$ cat src/rtl/pe_dbuf.sv
// Systolic PE with a double-buffered (active/shadow) weight register and a swap token.
// Optional saturating accumulation when PE_SAT_EN is defined; otherwise psum wraps.
module pe_dbuf #(
    parameter int DATA_WIDTH = 8,
    parameter int SIZE       = 8,
    parameter int PSUM_WIDTH = 2*DATA_WIDTH + $clog2(SIZE)
) (
    input  logic                  clk,
    input  logic                  rst,
    input  logic [DATA_WIDTH-1:0] w_in,
    input  logic                  w_in_valid,
    output logic [DATA_WIDTH-1:0] w_pass,
    output logic                  w_pass_valid,
    input  logic [DATA_WIDTH-1:0] act_in,
    input  logic                  act_in_valid,
    input  logic                  swap_in,
    output logic [DATA_WIDTH-1:0] act_pass,
    output logic                  act_pass_valid,
    output logic                  swap_pass,
    input  logic [PSUM_WIDTH-1:0] psum_in,
    output logic [PSUM_WIDTH-1:0] psum_out,
    output logic                  psum_out_valid,
    output logic                  swap_err,
    output logic                  sat_flag
);

    localparam int PROD_WIDTH = 2*DATA_WIDTH;

    typedef enum logic {
        EMPTY = 1'b0,
        FULL  = 1'b1
    } shadow_state_t;

    shadow_state_t shadow_state, shadow_next;

    logic [DATA_WIDTH-1:0] active_w;
    logic [DATA_WIDTH-1:0] shadow_w;
    logic                  shadow_full;
    logic [DATA_WIDTH-1:0] w_eff;
    logic [PROD_WIDTH-1:0] act_ext, w_ext, prod;
    logic [PSUM_WIDTH-1:0] prod_ext;
    logic [PSUM_WIDTH-1:0] psum_next;

    assign shadow_full = (shadow_state == FULL);

    always_ff @(posedge clk or posedge rst) begin
        if (rst) shadow_state <= EMPTY;
        else     shadow_state <= shadow_next;
    end

    // A swap together with a shift leaves the shadow holding the freshly shifted weight.
    always_comb begin
        shadow_next = shadow_state;
        case (shadow_state)
            EMPTY:   if (w_in_valid) shadow_next = FULL;
            FULL:    if (swap_in && !w_in_valid) shadow_next = EMPTY;
            default: shadow_next = EMPTY;
        endcase
    end

    // The token-carrying activation already multiplies with the promoted weight.
    assign w_eff    = (swap_in && shadow_full) ? shadow_w : active_w;
    assign act_ext  = {{DATA_WIDTH{act_in[DATA_WIDTH-1]}}, act_in};
    assign w_ext    = {{DATA_WIDTH{w_eff[DATA_WIDTH-1]}}, w_eff};
    assign prod     = act_ext * w_ext;
    assign prod_ext = {{(PSUM_WIDTH-PROD_WIDTH){prod[PROD_WIDTH-1]}}, prod};

`ifdef PE_SAT_EN
    localparam logic [PSUM_WIDTH-1:0] PSUM_MAX = {1'b0, {(PSUM_WIDTH-1){1'b1}}};
    localparam logic [PSUM_WIDTH-1:0] PSUM_MIN = {1'b1, {(PSUM_WIDTH-1){1'b0}}};

    logic [PSUM_WIDTH:0] sum_wide;
    logic                overflow;

    // One guard bit: overflow when the two top bits of the widened sum disagree.
    assign sum_wide  = {psum_in[PSUM_WIDTH-1], psum_in} + {prod_ext[PSUM_WIDTH-1], prod_ext};
    assign overflow  = sum_wide[PSUM_WIDTH] ^ sum_wide[PSUM_WIDTH-1];
    assign psum_next = overflow ? (sum_wide[PSUM_WIDTH] ? PSUM_MIN : PSUM_MAX)
                                : sum_wide[PSUM_WIDTH-1:0];

    always_ff @(posedge clk or posedge rst) begin
        if (rst)                           sat_flag <= 1'b0;
        else if (act_in_valid && overflow) sat_flag <= 1'b1;
    end
`else
    assign psum_next = psum_in + prod_ext;
    assign sat_flag  = 1'b0;
`endif

    always_ff @(posedge clk or posedge rst) begin
        if (rst) begin
            active_w       <= '0;
            shadow_w       <= '0;
            w_pass         <= '0;
            w_pass_valid   <= 1'b0;
            act_pass       <= '0;
            act_pass_valid <= 1'b0;
            swap_pass      <= 1'b0;
            psum_out       <= '0;
            psum_out_valid <= 1'b0;
            swap_err       <= 1'b0;
        end else begin
            if (w_in_valid) begin
                shadow_w     <= w_in;
                w_pass       <= shadow_w;
                w_pass_valid <= 1'b1;
            end else begin
                w_pass_valid <= 1'b0;
            end

            if (swap_in) begin
                if (shadow_full) active_w <= shadow_w;
                else             swap_err <= 1'b1;
            end

            act_pass       <= act_in;
            act_pass_valid <= act_in_valid;
            swap_pass      <= swap_in;

            if (act_in_valid) begin
                psum_out       <= psum_next;
                psum_out_valid <= 1'b1;
            end else begin
                psum_out_valid <= 1'b0;
            end
        end
    end

endmodule

$ cat config.mk
export PLATFORM = sky130hd
export DESIGN_NAME = pe_dbuf
export DESIGN_NICKNAME = d
export VERILOG_FILES = /design/src/rtl/pe_dbuf.sv
export SDC_FILE = /design/constraint.sdc
export NUM_CORES = 1
export LEC_CHECK = 0
export CORE_ASPECT_RATIO = 0.6
export CORE_MARGIN = 4
export CORE_UTILIZATION = 40
export CTS_BUF_LIST = sky130_fd_sc_hd__clkbuf_4 sky130_fd_sc_hd__clkbuf_8 sky130_fd_sc_hd__clkbuf_16
export DETAILED_ROUTE_END_ITERATION = 7
export GPL_TIMING_DRIVEN = 0
export PLACE_DENSITY_LB_ADDON = 0.1
export SLEW_MARGIN = 25
export SYNTH_ARGS = -nofsm -noshare
export SYNTH_HDL_FRONTEND = slang
export SYNTH_SLANG_ARGS = --single-unit
$ cat constraint.sdc
create_clock -name clk -period 8.8 [get_ports clk]
set_input_delay 1.76 -clock clk [delete_from_list [all_inputs] [get_ports clk]]
set_output_delay 1.76 -clock clk [all_outputs]
set_load 0.005 [all_outputs]
==> metrics.log, run 1 <==
[flow] collecting metrics
[metrics] type of the most critical hold path: register to register
[metrics] Post-synth top flop: sky130_fd_sc_hd__dfrtp_1
[metrics] H-tree levels: 2
[metrics] tool warnings: 27
[metrics] max-capacitance violation count: 0
[metrics] CTS tree: built
[metrics] distinct cell type count after synthesis: 62
[metrics] CP startpoint kind: input pin
[metrics] Fin Clk Skew: 0.0101 ns
[metrics] Synth area leaders: sky130_fd_sc_hd__dfrtp_1 (25%), sky130_fd_sc_hd__fa_1 (20%), sky130_fd_sc_hd__ha_1 (11%)
[metrics] maximum clock insertion buffer count: 2
[metrics] number of design rule violations left after detail routing: 0
[metrics] placed instance area: between 6000 and 7000 um^2
[metrics] number of nets in the layout: just under 800
[metrics] number of top-level pins: between 80 and 90
[metrics] Crit path required time: between 9 and 10 ns
[metrics] fillcell total: 1182
[metrics] total CTS buffers: 5
[metrics] number of pins exceeding their max-slew limit in the final report: 0
[metrics] post-synthesis sequential area ratio: around 25%
[metrics] Gate Count Post-Synth: 548
[metrics] cell type with the largest total area after synthesis: sky130_fd_sc_hd__dfrtp_1
[metrics] yosys stat cell total: 548
[metrics] wire length of the first global-routing pass: 20600 um
[metrics] number of instances in the placed design: 798
[metrics] number of antenna violations at the first check in global routing: 0
[metrics] top-area cell type share of the netlist area: between 20% and 30%
[metrics] top library cells by usage in the layout, fill and taps aside: sky130_fd_sc_hd__inv_1 (99), sky130_fd_sc_hd__clkdlybuf4s50_1 (79), sky130_fd_sc_hd__dfrtp_1 (56)
[metrics] total global routing track utilization: between 15 and 20%
[metrics] Max Clock Freq: about 0.12 GHz
[metrics] number of iterations in the first detailed-routing pass: 4
[metrics] synthesized netlist net count: ~690
[metrics] Routed wire per std cell: 14.9 um
[metrics] mean post-synth cell area: 10.1 um^2
[metrics] most numerous logic cell after layout: sky130_fd_sc_hd__inv_1
[metrics] Final period util: between 90% and 100%
[metrics] grt met1 use: between 20 and 25%
[metrics] most repeated cell in the gate-level netlist after synthesis: sky130_fd_sc_hd__inv_1
[metrics] vias in the first global route: 4204
[metrics] Final min period: 8.37 ns
[metrics] most used cell, CP: sky130_fd_sc_hd__inv_1
[metrics] setup tns final: 0 ns
[metrics] delay-heaviest family, CP: adder cells
[metrics] number of synthesized flops with an enable pin: 0
[metrics] Sinks on Clock Net: 56
[metrics] most numerous cell types in the synthesized netlist: sky130_fd_sc_hd__inv_1 (100), sky130_fd_sc_hd__dfrtp_1 (56), sky130_fd_sc_hd__fa_1 (56), sky130_fd_sc_hd__ha_1 (48), sky130_fd_sc_hd__nor2b_1 (33)
[metrics] ANT nets after route: 0
[metrics] area delta synth->final: 22.6%
[metrics] Critical Path Sink Type: register
[metrics] headroom to the max-slew limit: 57.3%
[metrics] insertion delay of the later-clocked pin in the worst-skew pair: between 0.3 and 0.4 ns
[metrics] Via-to-Cell Ratio: approximately 5
[metrics] global route overflow: 0
[metrics] share of flip-flops with an asynchronous set or reset after synthesis: 100%
[metrics] flip-flop and latch count after synthesis: 56
[metrics] most utilized layer in the global route result: met1
[metrics] arrival time at the worst endpoint: 8.59 ns
[metrics] ratio of cells with drive above 1 in the final layout: between 10% and 20%
[metrics] met2 Track Usage GR: 22.9%
[metrics] final estimated routing congestion in global placement: 0.864
[metrics] sum of net half-perimeters after detailed placement: 9980 um
[metrics] cts-stage hold buffer count: 0
[metrics] WP buf/inv: 5
[metrics] final number of hold-violating endpoints: 0
[metrics] status: finished, final reports clean
[metrics] post-synthesis instance area: 5520 um^2
[metrics] cell type of the slowest stage on the worst timing path: sky130_fd_sc_hd__fa_2
[metrics] Root Buffer Master: sky130_fd_sc_hd__clkbuf_16
[metrics] number of port buffers: a little under 80
[metrics] worst-path maximum fanout: 9
[metrics] die width: 160 um
[metrics] Chip Height: around 99 um
[metrics] Post-Layout Inst Area: 6770 um^2
[run 1: cell families (layout without fill, tap and decap cells)]
| group | Yosys count | in the layout | synth area share, % |
|---|---|---|---|
| simple gates | 124 | 124 | 12.4 |
| buf+inv | 109 | 199 | 7.57 |
| fa+ha+maj | 104 | 104 | 31.2 |
| compound gates | 92 | 92 | 12.1 |
| flops | 56 | 56 | 25.4 |
| mux | 35 | 35 | 7.07 |
| xor+xnor | 27 | 27 | 4.28 |
| other cells | 1 | 1 | 0.0679 |
[run 1: metrics by stage]
step,util (%),hold WS (ns),setup slack (ns)
6_report,51.4,0.497,0.432
5_1_grt,51.4,0.511,-0.000988
4_1_cts,50.9,0.468,0.0169
3_5_place_dp,49.7,0.457,-0.389
3_3_place_gp,49.5,0.446,-0.318
2_1_floorplan,-,0.440,1.07
[run 1: metal layers]
layer | wire length (um) | part of all wire (%)
met1 | 6380 | 53
met2 | 4960 | 41
met3 | 559 | 4.6
met4 | 129 | 1.1
met5 | 0 | 0
[run 1: cell type report]
cell class / count / area (um^2) / share of cell area (%)
multi-input cells: 383 / 3760 / 55.6
flip-flops and latches: 56 / 1400 / 20.7
repair buffers: 82 / 826 / 12.2
inverters: 100 / 378 / 5.58
well taps: 170 / 213 / 3.14
clock buffers: 5 / 125 / 1.85
plain buffers: 9 / 42.5 / 0.628
clock inverters: 3 / 22.5 / 0.333
[run 1: worst paths after layout]
kind / start / end / slack (ns) / cells past startpoint
max: swap_in / psum_out[18] / 0.43 / 25
min: swap_err / swap_err / 0.50 / 1
max reg2reg: shadow_full / psum_out[18] / 2.01 / 24
min reg2reg: swap_err / swap_err / 0.50 / 1
max in group asynchronous: rst / act_pass[6] / 6.52 / 3
min in group asynchronous: rst / swap_pass / 1.78 / 2
[run 1: sequential cells by signal, indices dropped and copies added (netlist names)]
signal,cells
swap_err,1
w_pass_valid,1
active_w,8
shadow_full,1
shadow_w,8
w_pass,8
act_pass_valid,1
act_pass,8
swap_pass,1
psum_out,19
[run 1: what timing repair did]
| action | in CTS | in global routing |
|---|---|---|
| endpoints found under the setup margin | 1 | 7 |
| pin swaps | 0 | 1 |
| gates cloned | 0 | 0 |
| gates resized | 4 | 8 |
| buffers inserted | 0 | 2 |
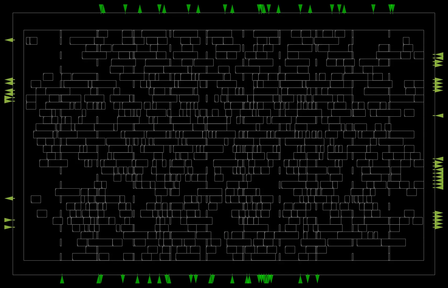
run_1/placed.png
number of placement rows: 32
flop count: 56

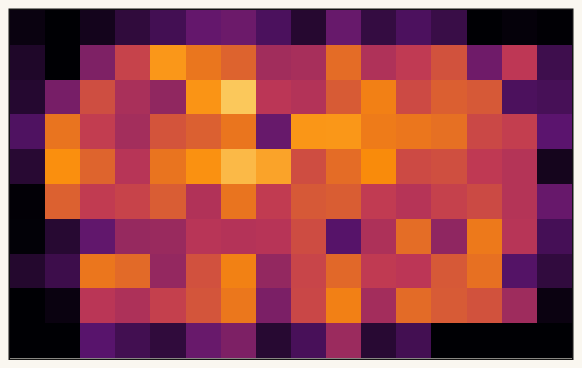
run_1/util_map.png
The die is cut into 16 by 10 equal tiles; black is low, pale yellow is high, 0 to 100% covered.
mean over tiles	42%
densest ninth of the die	centre
fullest tile	88%
nearly empty tiles	8.7%
tiles over 75% full	5.6%
final standard cell utilization of the core: 51.4%
standard cell core area: 13200 um^2
pre-placement core utilization: 41.9%

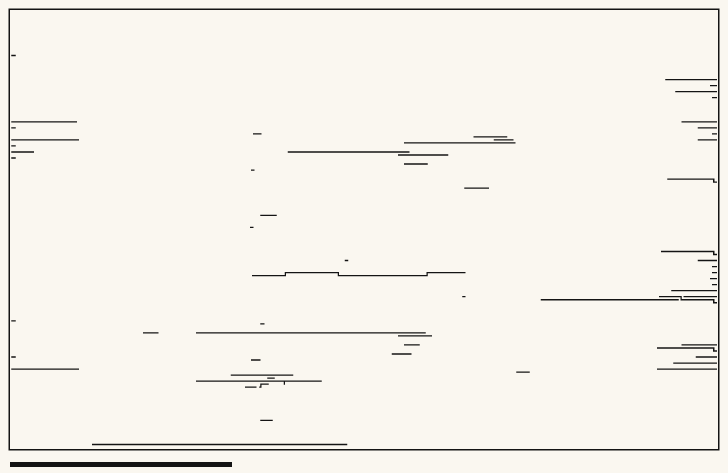
run_1/m3.png
Bar = 50 um.
longest straight run	57.3 um
main direction	horizontal
wire length on this layer	560 um
share of all routed wire	4.7%
nets with wire on the layer	55
met3 usage in global routing: 3.13%
total wire length after detailed routing: 12000 um
total vias in the final route: 4095

run_1/port_trees.png
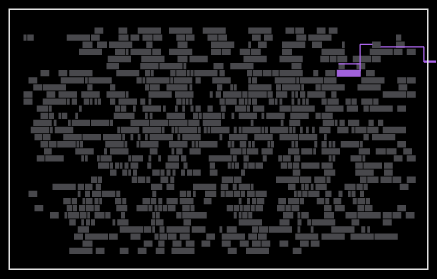

==> run 1 -> run 2 <==
- CORE_UTILIZATION: 40 -> 56
- CTS_BUF_LIST: sky130_fd_sc_hd__clkbuf_4 sky130_fd_sc_hd__clkbuf_8 sky130_fd_sc_hd__clkbuf_16 -> sky130_fd_sc_hd__clkbuf_2 sky130_fd_sc_hd__clkbuf_4 sky130_fd_sc_hd__clkbuf_8
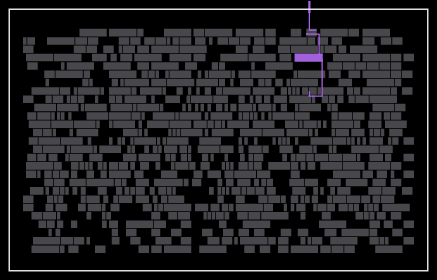
run_2/port_trees.png
colour	port	bits	direction	edge	end cells	wire
purple	swap_err	1	output	top	1	38.5 um

==> run 2 against run 1 <==
Effect of this change: first-iteration DRC count is 66% higher; area after synthesis unchanged; final cell count shrank 4.8%; sequential share of layout area rose by 0.31 points; critical path depth unchanged; register-to-register slack got worse by 0.10 ns; via count grew 1.6%; die area decreased by 27%; critical path type unchanged; critical endpoint unchanged; largest cell class unchanged.
==> metrics.log, run 2 <==
[flow] collecting metrics
[metrics] status: finished, final reports clean
[metrics] pre-placement core utilization: 58.8% (+17 points)
[metrics] Root Buffer Master: sky130_fd_sc_hd__clkbuf_8
[metrics] start point of the critical path: swap_in
[metrics] Sinks on Clock Net: 56 (unchanged)
[metrics] worst-path maximum fanout: 9 (unchanged)
[metrics] fillcell total: 752 (-36%)
[metrics] reg-to-reg endpoint: psum_out[18]
[metrics] synthesized netlist net count: 692 (unchanged)
[metrics] Multi-input gate area: 3750 um^2 (-0.30%)
[metrics] global route overflow: 0 (unchanged)
[metrics] type of the most critical hold path: register to register
[metrics] headroom to the max-slew limit: 53.4% (-3.9 points)
[metrics] Chip Height: 84.9 um (-14%)
[metrics] Critical Path Sink Type: register
[metrics] number of placement rows: 27 (-16%)
[metrics] Routed wire per std cell: 15.9 um (+7.1%)
[metrics] Worst R2R Setup Slack: 1.91 ns (-0.10 ns)
[metrics] number of design rule violations left after detail routing: 0 (unchanged)
[metrics] number of antenna violations at the first check in global routing: 0 (unchanged)
[metrics] Max Clock Freq: 0.119 GHz (about the same)
[metrics] CP startpoint kind: input pin
[metrics] number of iterations in the first detailed-routing pass: 4 (unchanged)
[metrics] tool warnings: 27 (unchanged)
[metrics] Final min period: 8.38 ns (+0.00732 ns)
[metrics] vias in the first global route: 4197 (-0.17%)
[metrics] worst-case setup margin in the final layout: 0.424 ns (-0.00732 ns)
[metrics] worst flop-to-flop path startpoint: shadow_full
[metrics] most numerous logic cell after layout: sky130_fd_sc_hd__inv_1
[metrics] Via-to-Cell Ratio: 5.41 (+6.8%)
[metrics] CP Class: input pin to register
[metrics] number of pins exceeding their max-slew limit in the final report: 0 (unchanged)
[metrics] post-synthesis sequential area ratio: 25.4% (unchanged)
[metrics] number of nets in the layout: 782 (+0.13%)
[metrics] insertion delay of the later-clocked pin in the worst-skew pair: 0.33 ns (+0.02 ns)
[metrics] post-synthesis instance area: 5520 um^2 (unchanged)
[metrics] distinct cell type count after synthesis: 62 (unchanged)
[metrics] Final period util: 95.2% (about the same)
[metrics] top register by number of flip-flops: psum_out
[metrics] cell type with the largest total area after synthesis: sky130_fd_sc_hd__dfrtp_1
[metrics] number of cell instances on the worst register-to-register path: 24 (unchanged)
[metrics] final number of hold-violating endpoints: 0 (unchanged)
[metrics] total global routing track utilization: 22.2% (+6.3 points)
[metrics] pre-CTS worst setup slack: -0.379 ns (+0.00964 ns)
[metrics] maximum clock insertion buffer count: 2 (unchanged)
[metrics] share of flip-flops with an asynchronous set or reset after synthesis: 100% (unchanged)
[metrics] Fin Clk Skew: 0.00847 ns (-0.00164 ns)
[metrics] Synth area leaders: sky130_fd_sc_hd__dfrtp_1 (25%), sky130_fd_sc_hd__fa_1 (20%), sky130_fd_sc_hd__ha_1 (11%)
[metrics] area delta synth->final: 20.9%
[metrics] cts-stage hold buffer count: 0 (unchanged)
[metrics] top-area cell type share of the netlist area: 25.4% (unchanged)
[metrics] ratio of cells with drive above 1 in the final layout: 10.8% (-0.017 points)
[metrics] top library cells by usage in the layout, fill and taps aside: sky130_fd_sc_hd__inv_1 (99), sky130_fd_sc_hd__clkdlybuf4s50_1 (79), sky130_fd_sc_hd__fa_1 (56), sky130_fd_sc_hd__dfrtp_1 (56), sky130_fd_sc_hd__ha_1 (48)
[metrics] number of top-level pins: 81 (unchanged)
[metrics] max-capacitance violation count: 0 (unchanged)
[metrics] sum of net half-perimeters after detailed placement: 9960 um (-0.22%)
[metrics] standard cell core area: 9390 um^2 (-29%)
[metrics] CTS tree: built
[metrics] mean post-synth cell area: 10.1 um^2 (unchanged)
[metrics] wire length of the first global-routing pass: 20500 um (-0.37%)
[metrics] cell type of the slowest stage on the worst timing path: sky130_fd_sc_hd__fa_1
[metrics] total wire length after detailed routing: 12300 um (+1.9%)
[metrics] most repeated cell in the gate-level netlist after synthesis: sky130_fd_sc_hd__inv_1
[metrics] Gate Count Post-Synth: 548 (unchanged)
[metrics] number of synthesized flops with an enable pin: 0 (unchanged)
[metrics] most numerous cell types in the synthesized netlist: sky130_fd_sc_hd__inv_1 (100), sky130_fd_sc_hd__dfrtp_1 (56), sky130_fd_sc_hd__fa_1 (56), sky130_fd_sc_hd__ha_1 (48), sky130_fd_sc_hd__nor2b_1 (33)
[metrics] Crit path required time: 9.04 ns (+0.02 ns)
[metrics] arrival time at the worst endpoint: 8.62 ns (+0.03 ns)
[metrics] number of port buffers: 79 (unchanged)
[metrics] die width: 136 um (-15%)
[metrics] Post-synth top flop: sky130_fd_sc_hd__dfrtp_1
[metrics] final standard cell utilization of the core: 71.0% (+20 points)
[metrics] total CTS buffers: 5 (unchanged)
## run 2: netlist changes by cell type in the layout (fill, tap and decap cells not counted), sizes merged
cell	before	now
clkinvlp	0	1
clkinv	2	1
buf	8	9
## run 2: cell type report
cell class | instances | share of cell area [%]
well taps | 130 | 2.44
multi-input cells | 383 | 56.2
flip-flops and latches | 56 | 21.0
plain buffers | 9 | 0.638
inverters | 100 | 5.66
clock buffers | 5 | 1.03
clock inverters | 3 | 0.319
repair buffers | 83 | 12.7
## run 2: worst min-delay path by stage
stage	from	to	slack [ns]	cells after the start
after CTS	shadow_full	swap_err	0.51	1
final	psum_out[4]	psum_out[4]	0.50	1
after detailed placement	psum_out[18]	psum_out[18]	0.47	2
after floorplan	shadow_full	swap_err	0.44	1
after global routing	psum_out[4]	psum_out[4]	0.53	1
after global placement	shadow_full	swap_err	0.45	1
## run 2: metrics by stage
stage          setup TNS [ns]  instances  hold slack [ns]  instance area [um^2]
6_report                    0        769            0.504                  6670
5_1_grt                     0        769            0.532                  6670
4_1_cts                     0        766            0.506                  6600
3_5_place_dp           -0.890        758            0.468                  6500
3_3_place_gp           -0.241        757            0.454                  6470
2_1_floorplan               0        548            0.440                  5520
## run 2: metal layers
layer	up-vias	part of all wire, %	global-route usage, %
met5	-	0	0
met4	0	1.0	4.30
met3	9	5.8	4.50
met2	107	45	33.2
met1	2055	48	33.7
li1	1991	-	-
## run 2: critical path, delay by kind of cell
kind            cells  cell delay (ns)
fa+ha+maj           6             2.91
simple gates        4             0.84
buf+inv             5             0.76
mux                 1             0.46
compound gates      9             1.86
## run 2: repair_timing
action | CTS | global route
pin swaps | 0 | 1
buffers inserted | 0 | 3
hold endpoints to repair | 0 | 0
gates resized | 3 | 7
endpoints found under the setup margin | 1 | 7
## run 2: cells by family (layout without fill, tap and decap cells)
group                    count (synthesis)  in the layout  synth area share (%)
AND/OR/NAND/NOR                        124            124                  12.4
flip-flops                              56             56                  25.4
adder cells (fa/ha/maj)                104            104                  31.2
multiplexers                            35             35                  7.07
buffers and inverters                  109            200                  7.57
XOR/XNOR                                27             27                  4.28
other                                    1              1                0.0679
AND-OR/OR-AND                           92             92                  12.1
==> run 2 -> run 3 <==
- CAP_MARGIN: not set -> 25
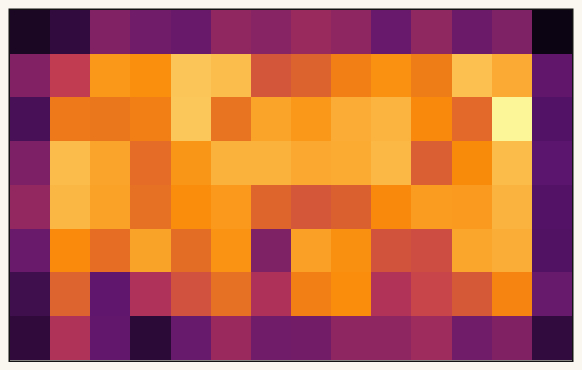
run_3/util_map.png
The die is cut into 14 by 8 equal tiles; black is low, pale yellow is high, 0 to 100% covered.
tiles over 75% full	32%
densest ninth of the die	centre
fullest tile	98%
emptiest ninth of the die	lower left
mean over tiles	56%
final standard cell utilization of the core: 71.0%
standard cell core area: 9390 um^2
pre-placement core utilization: 58.8%

==> run 3 against run 2 <==
Effect of this change: non-clock buffer count stayed put; largest cell class unchanged; count of clock-buffer cells in the layout unchanged; critical path type unchanged; first-iteration DRC count unchanged; area after synthesis stayed put; global-route usage did not move.
==> metrics.log, run 3 <==
[flow] collecting metrics
[metrics] status: finished, final reports clean
[metrics] Routed wire per std cell: 15.9 um (unchanged)
[metrics] wire length of the first global-routing pass: 20500 um (unchanged)
[metrics] number of synthesized flops with an enable pin: 0 (unchanged)
[metrics] cell type with the largest total area after synthesis: sky130_fd_sc_hd__dfrtp_1
[metrics] Via-to-Cell Ratio: 5.41 (unchanged)
[metrics] most utilized layer in the global route result: met1
[metrics] number of top-level pins: 81 (unchanged)
[metrics] simple-gate portion of the synthesized area: 12.4% (unchanged)
[metrics] final number of hold-violating endpoints: 0 (unchanged)
[metrics] sum of net half-perimeters after detailed placement: 9960 um (unchanged)
[metrics] multiplexer share of the synthesized area: 7.07% (unchanged)
[metrics] Main logic family: adder cells
[metrics] worst-path maximum fanout: 9 (unchanged)
[metrics] Final min period: 8.38 ns (unchanged)
[metrics] post-synthesis sequential area ratio: 25.4% (unchanged)
[metrics] top-area cell type share of the netlist area: 25.4% (unchanged)
[metrics] tightest hold margin: 0.504 ns (unchanged)
[metrics] Synth area leaders: sky130_fd_sc_hd__dfrtp_1 (25%), sky130_fd_sc_hd__fa_1 (20%), sky130_fd_sc_hd__ha_1 (11%)
[metrics] synthesized netlist net count: 692 (unchanged)
[metrics] Post-Synth AOI/OAI Area: 12.1% (unchanged)
[metrics] Max Clock Freq: 0.119 GHz (unchanged)
[metrics] met2 Track Usage GR: 33.2% (unchanged)
[metrics] total wire length after detailed routing: 12300 um (unchanged)
[metrics] Root Buffer Master: sky130_fd_sc_hd__clkbuf_8
[metrics] vias in the first global route: 4197 (unchanged)
[metrics] global route overflow: 0 (unchanged)
[metrics] number of antenna violations at the first check in global routing: 0 (unchanged)
[metrics] CP Class: input pin to register
[metrics] CTS tree: built
[metrics] fillcell total: 752 (unchanged)
[metrics] cts-stage hold buffer count: 0 (unchanged)
[metrics] Sinks on Clock Net: 56 (unchanged)
[metrics] Crit path required time: 9.04 ns (about the same)
[metrics] grt met1 use: 33.7% (unchanged)
[metrics] met3 usage in global routing: 4.50% (unchanged)
[metrics] Critical Path Sink Type: register
[metrics] Final period util: 95.2% (unchanged)
[metrics] distinct cell type count after synthesis: 62 (unchanged)
[metrics] number of pins exceeding their max-slew limit in the final report: 0 (unchanged)
[metrics] share of flip-flops with an asynchronous set or reset after synthesis: 100% (unchanged)
[metrics] most repeated cell in the gate-level netlist after synthesis: sky130_fd_sc_hd__inv_1
[metrics] xor/xnor share: 4.28% (unchanged)
[metrics] type of the most critical hold path: register to register
[metrics] Fin Clk Skew: 0.00847 ns (unchanged)
[metrics] top register by number of flip-flops: psum_out
[metrics] arrival time at the worst endpoint: 8.62 ns (about the same)
[metrics] most numerous logic cell after layout: sky130_fd_sc_hd__inv_1
[metrics] Synth Area in Adders: 31.2% (unchanged)
[metrics] die width: 136 um (unchanged)
[run 3: path summary, 6_finish.rpt]
check / start / to / slack (ns) / cells after the start
setup / recovery: swap_in / psum_out[18] / 0.42 / 25
hold / removal: psum_out[4] / psum_out[4] / 0.50 / 1
setup reg to reg: shadow_full / psum_out[18] / 1.91 / 24
hold reg to reg: psum_out[4] / psum_out[4] / 0.50 / 1
max in group asynchronous: rst / active_w[4] / 6.56 / 3
min in group asynchronous: rst / psum_out[4] / 1.74 / 2
[run 3: critical path: stages]
cell	delay, ns
sky130_fd_sc_hd__clkdlybuf4s50_1	0.47
sky130_fd_sc_hd__nand2_4	0.17
sky130_fd_sc_hd__mux2_2	0.46
sky130_fd_sc_hd__and2_1	0.25
sky130_fd_sc_hd__fa_1	0.63
sky130_fd_sc_hd__inv_1	0.15
sky130_fd_sc_hd__fa_1	0.55
sky130_fd_sc_hd__inv_1	0.05
sky130_fd_sc_hd__fa_1	0.53
sky130_fd_sc_hd__inv_1	0.05
sky130_fd_sc_hd__fa_1	0.53
sky130_fd_sc_hd__inv_1	0.04
sky130_fd_sc_hd__ha_1	0.35
sky130_fd_sc_hd__a21o_1	0.20
sky130_fd_sc_hd__a21oi_1	0.25
sky130_fd_sc_hd__a21oi_1	0.13
sky130_fd_sc_hd__o21a_1	0.22
sky130_fd_sc_hd__or2_2	0.33
sky130_fd_sc_hd__ha_1	0.32
sky130_fd_sc_hd__o21a_1	0.21
sky130_fd_sc_hd__o22ai_1	0.19
sky130_fd_sc_hd__a2111oi_2	0.08
sky130_fd_sc_hd__a211oi_1	0.33
sky130_fd_sc_hd__nor4_1	0.09
sky130_fd_sc_hd__o31ai_1	0.25
[run 3: metal layers]
layer	up-vias	wire (um)
met5	-	0
met4	0	123
met3	9	717
met2	107	5530
met1	2055	5890
li1	1991	-
[run 3: stage by stage]
| stage | instances | area (um^2) | setup TNS (ns) | setup WS [ns] |
|---|---|---|---|---|
| after global placement | 757 | 6470 | -0.241 | -0.213 |
| after global routing | 769 | 6670 | 0 | 0.00518 |
| after detailed placement | 758 | 6500 | -0.890 | -0.379 |
| final | 769 | 6670 | 0 | 0.424 |
| after floorplan | 548 | 5520 | 0 | 1.07 |
| after CTS | 766 | 6600 | 0 | 0.0174 |
[run 3: what timing repair did]
item	CTS	global route
resized	3	7
endpoints found under the setup margin	1	7
pin swaps	0	1
setup buffers	0	3
endpoints found under the hold margin	0	0
gates cloned	0	0
[run 3: cell type report]
class | count | area [um^2] | area share [%]
Sequential cell | 56 | 1400 | 21.0
Tap cell | 130 | 163 | 2.44
Clock inverter | 3 | 21.3 | 0.319
Clock buffer | 5 | 68.8 | 1.03
Timing Repair Buffer | 83 | 846 | 12.7
Buffer | 9 | 42.5 | 0.638
Inverter | 100 | 378 | 5.66
Multi-Input combinational cell | 383 | 3750 | 56.2
[run 3: logic make-up (layout without fill, tap and decap cells)]
group / after synthesis / after routing
simple gates: 124 / 124
buf+inv: 109 / 200
fa+ha+maj: 104 / 104
compound gates: 92 / 92
flops: 56 / 56
mux: 35 / 35
xor+xnor: 27 / 27
other cells: 1 / 1
